`src/rtl/multimode_counter.sv`:
```
// WIDTH-bit counter with run-time selectable binary up/down, Johnson and Gray modes,
// synchronous load, count enable and a combinational terminal-count flag.
module multimode_counter #(
  parameter int WIDTH = 4
) (
  input  logic             clk,
  input  logic             rst,
  input  logic             en,
  input  logic             load,
  input  logic [WIDTH-1:0] load_val,
  input  logic [1:0]       mode,
  output logic [WIDTH-1:0] q,
  output logic             tc,
  output logic [1:0]       mode_act
);

  localparam logic [1:0] MODE_UP      = 2'b00;
  localparam logic [1:0] MODE_DOWN    = 2'b01;
  localparam logic [1:0] MODE_JOHNSON = 2'b10;
  localparam logic [1:0] MODE_GRAY    = 2'b11;

  localparam logic [WIDTH-1:0] ONE      = {{(WIDTH-1){1'b0}}, 1'b1};
  localparam logic [WIDTH-1:0] ALL_ONES = {WIDTH{1'b1}};
  localparam logic [WIDTH-1:0] MSB_ONLY = {1'b1, {(WIDTH-1){1'b0}}};

  logic [WIDTH-1:0] r_q;
  logic [WIDTH-1:0] r_shadow;
  logic [1:0]       r_mode_act;

  logic [WIDTH-1:0] w_q_nxt;
  logic [WIDTH-1:0] w_shadow_nxt;
  logic [1:0]       w_mode_nxt;
  logic [WIDTH-1:0] w_shadow_inc;
  logic [WIDTH-1:0] w_term;

  function automatic logic [WIDTH-1:0] bin2gray(input logic [WIDTH-1:0] b);
    return b ^ (b >> 1);
  endfunction

  function automatic logic [WIDTH-1:0] gray2bin(input logic [WIDTH-1:0] g);
    logic [WIDTH-1:0] b;
    b = g;
    for (int i = WIDTH - 2; i >= 0; i--) begin
      b[i] = b[i+1] ^ g[i];
    end
    return b;
  endfunction

  assign w_shadow_inc = r_shadow + ONE;

  always_comb begin
    w_q_nxt      = r_q;
    w_shadow_nxt = r_shadow;
    w_mode_nxt   = r_mode_act;
    if (mode != r_mode_act) begin
      // A mode switch restarts from zero and swallows any load/enable on this edge.
      w_mode_nxt   = mode;
      w_q_nxt      = '0;
      w_shadow_nxt = '0;
    end else if (load) begin
      w_q_nxt      = load_val;
      w_shadow_nxt = (r_mode_act == MODE_GRAY) ? gray2bin(load_val) : load_val;
    end else if (en) begin
      case (r_mode_act)
        MODE_UP: begin
          w_q_nxt      = r_q + ONE;
          w_shadow_nxt = r_q + ONE;
        end
        MODE_DOWN: begin
          w_q_nxt      = r_q - ONE;
          w_shadow_nxt = r_q - ONE;
        end
        MODE_JOHNSON: begin
          w_q_nxt = {r_q[WIDTH-2:0], ~r_q[WIDTH-1]};
        end
        default: begin
          w_shadow_nxt = w_shadow_inc;
          w_q_nxt      = bin2gray(w_shadow_inc);
        end
      endcase
    end
  end

  always_ff @(posedge clk or posedge rst) begin
    if (rst) begin
      r_q        <= '0;
      r_shadow   <= '0;
      r_mode_act <= MODE_UP;
    end else begin
      r_q        <= w_q_nxt;
      r_shadow   <= w_shadow_nxt;
      r_mode_act <= w_mode_nxt;
    end
  end

  always_comb begin
    w_term = ALL_ONES;
    case (r_mode_act)
      MODE_UP:      w_term = ALL_ONES;
      MODE_DOWN:    w_term = '0;
      MODE_JOHNSON: w_term = MSB_ONLY;
      default:      w_term = MSB_ONLY;
    endcase
  end

  assign q        = r_q;
  assign mode_act = r_mode_act;
  assign tc       = en & (r_q == w_term);

endmodule

```
`config.mk`:
```
export PLATFORM = sky130hd
export DESIGN_NAME = multimode_counter
export DESIGN_NICKNAME = d
export VERILOG_FILES = /design/src/rtl/multimode_counter.sv
export SDC_FILE = /design/constraint.sdc
export NUM_CORES = 1
export LEC_CHECK = 0
export CAP_MARGIN = 40
export CORE_MARGIN = 10
export CORE_UTILIZATION = 56
export DETAILED_ROUTE_END_ITERATION = 8
export GPL_TIMING_DRIVEN = 0
export PLACE_DENSITY = 0.84
export SYNTH_ARGS = -nofsm -noshare
export SYNTH_HDL_FRONTEND = slang
export SYNTH_SLANG_ARGS = --single-unit
export TNS_END_PERCENT = 10
```
`constraint.sdc`:
```
create_clock -name clk -period 3.3 [get_ports clk]
set_clock_uncertainty 0.1 [all_clocks]
set_input_delay 0.33 -clock clk [delete_from_list [all_inputs] [get_ports clk]]
set_output_delay 0.33 -clock clk [all_outputs]
set_load 0.03 [all_outputs]
```
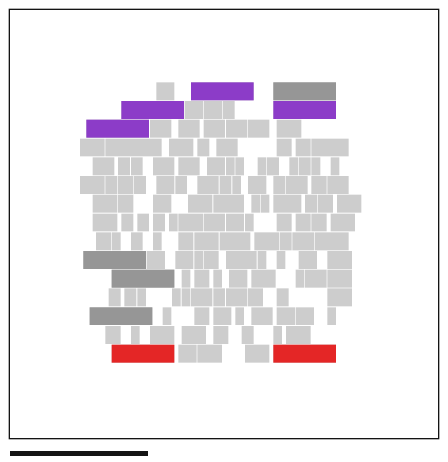
*Sequential cells colored by netlist name*
Bar = 20 um.
| netlist name | color | sequential cells |
|---|---|---|
| `r_shadow` | purple | 4 |
| `mode_act` | red | 2 |

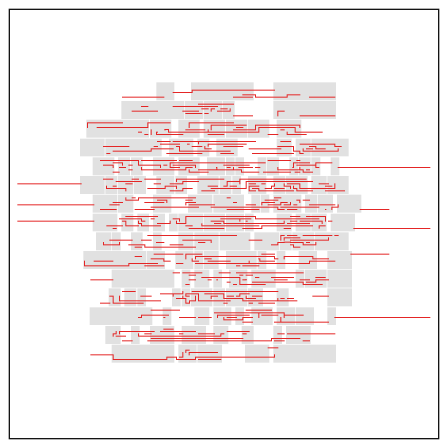
*The metal 1 layer*
Cells faint in the background.
nets with wire on the layer: 140
main direction: horizontal
share of all routed wire: 46%
wire length on this layer: 1160 um
via count: 979
total wirelength of the detailed-routed design: 2510 um
met1 demand-to-capacity share in global routing: 0.168

==> run notes <==
The full implementation flow was run.

The maximum vdd ir drop stands at around 0.00027 V. In this run the tools logged warnings totalling 27. The adder and majority gate portion of the synthesized area stands at 0.0378.

Per the detail_route log, met3 wirelength is 168 um. The final weighted congestion in routability-driven placement stands at a little under 0.9. Global route summary, busiest routing layer listed as met2. Hold timing on the final database bottoms out at a slack of roughly 0.25 ns. The final layout report lists a filler cell count of about 150. The leakage power stands at just under 0.5 nW.

For the worst setup path, the data arrival time is roughly 2.4 ns. Per the post-route antenna check, the number of violating nets is 0. The clock group total power stands at roughly 0.084 mW. The placed standard-cell area stands at 1160 sq um. In this run the clock root is driven by a clkbuf_4.

dfrtp_1 takes more of the synthesized area than any other cell. According to the floorplan log, the row count is 15. Looking at the area split, the leading class of cells is logic gates. Per the timing report, the biggest fanout along the worst path comes to 10. The internal power contribution stands at about 0.23 mW. Of all the cell area in the finished design, the clock network holds 0.0190. The portion of total power attributed to sequential cells stands at 0.395. Among all stages on the critical path, the maximum delay recorded is around 0.66 ns. The number of post-CTS setup repair buffers stands at 0. The transition time at the pin with the least slew margin stands at 0.426 ns.

The final critical-path share of the clock period stands at 0.871. For this design, Yosys synthesis ends with a cell count of ~120. Per the detail_route log, the uppermost layer with routed signals is met4. The vias per cell stands at 6.01. The maximum count of clock buffers along a single path stands at 2.

Summed over all nets, wire length on met2 after detailed routing comes to around 1100 um. The latest clock arrival within the worst-skew pair stands at ~0.27 ns. After floorplanning, the core was sized to cover roughly 1700 sq um.

After detailed routing, the average wire length per cell comes to between 15 and 20 um. The number of remaining DRC errors stands at 0. The kind of cell with the highest combined delay along the critical path is buffers and inverters. The fraction of cell area in sequential cells is reported as 0.211.

STA classifies the critical path endpoint as an output port. TritonCTS built the clock tree. The routed metal-1 wirelength stands at roughly 1200 um. The layout summary lists the proportion of cells stronger than drive strength 1 as 0.0652. The combinational cell power stands at ~0.13 mW. The first global-routing pass estimated between 4000 and 5000 um of wire. The mean post-synth cell area stands at 8.21 sq um. The share of final layout cell area taken by non-clock buffers stands at 0.151. The number of cells in the design after placement stands at between 150 and 200. Summing all flip-flop and latch instances after layout gives approximately 250 sq um. Listed in order, past its start point the critical path passes buf_2 > buf_1 > o211ai_1 > o22ai_1 > and3_1 > clkdlybuf4s50_1. The global routing report lists combined usage of all routing layers as 0.136. The group that draws the most power in this run is sequential cells.

The via count of the first global-routing pass stands at a little over 900. The critical path ends at tc. In the post-synthesis netlist, the biggest area contributors are dfrtp_1 25%, xnor2_1 6.2%, o21ai_0 4.0%. The antenna diode instance count stands at 0. The number of H-tree branching levels stands at 1. The final number of setup-violating endpoints stands at 0.

The report counts max-capacitance violations totalling 0. For reference, the mux area share after synthesis is 0.0302. The detailed-placement wirelength estimate stands at slightly above 2000 um. The placement-stage worst setup slack stands at 0.741 ns. The cell-mix breakdown from Yosys lists the compound-gate area share as 0.267.

The worst slew margin relative to its limit stands at 0.716. For this run, the leading register cell type out of synthesis is dfrtp_1. In the final report, the number of hold violations comes to 0. The flow ran to the end, and the final reports show no timing, DRC or antenna violations. 17 I/O pins were placed.

TritonCTS reports the number of clock sinks as 10.
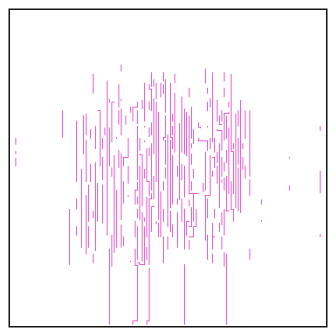
*Met2 routing*
longest straight run: 30.3 um
main direction: vertical
wire length on this layer: 1130 um
share of all routed wire: 45%
met2 usage: 0.204

Power figures rest on the tool's default switching activity, not on a simulated workload.
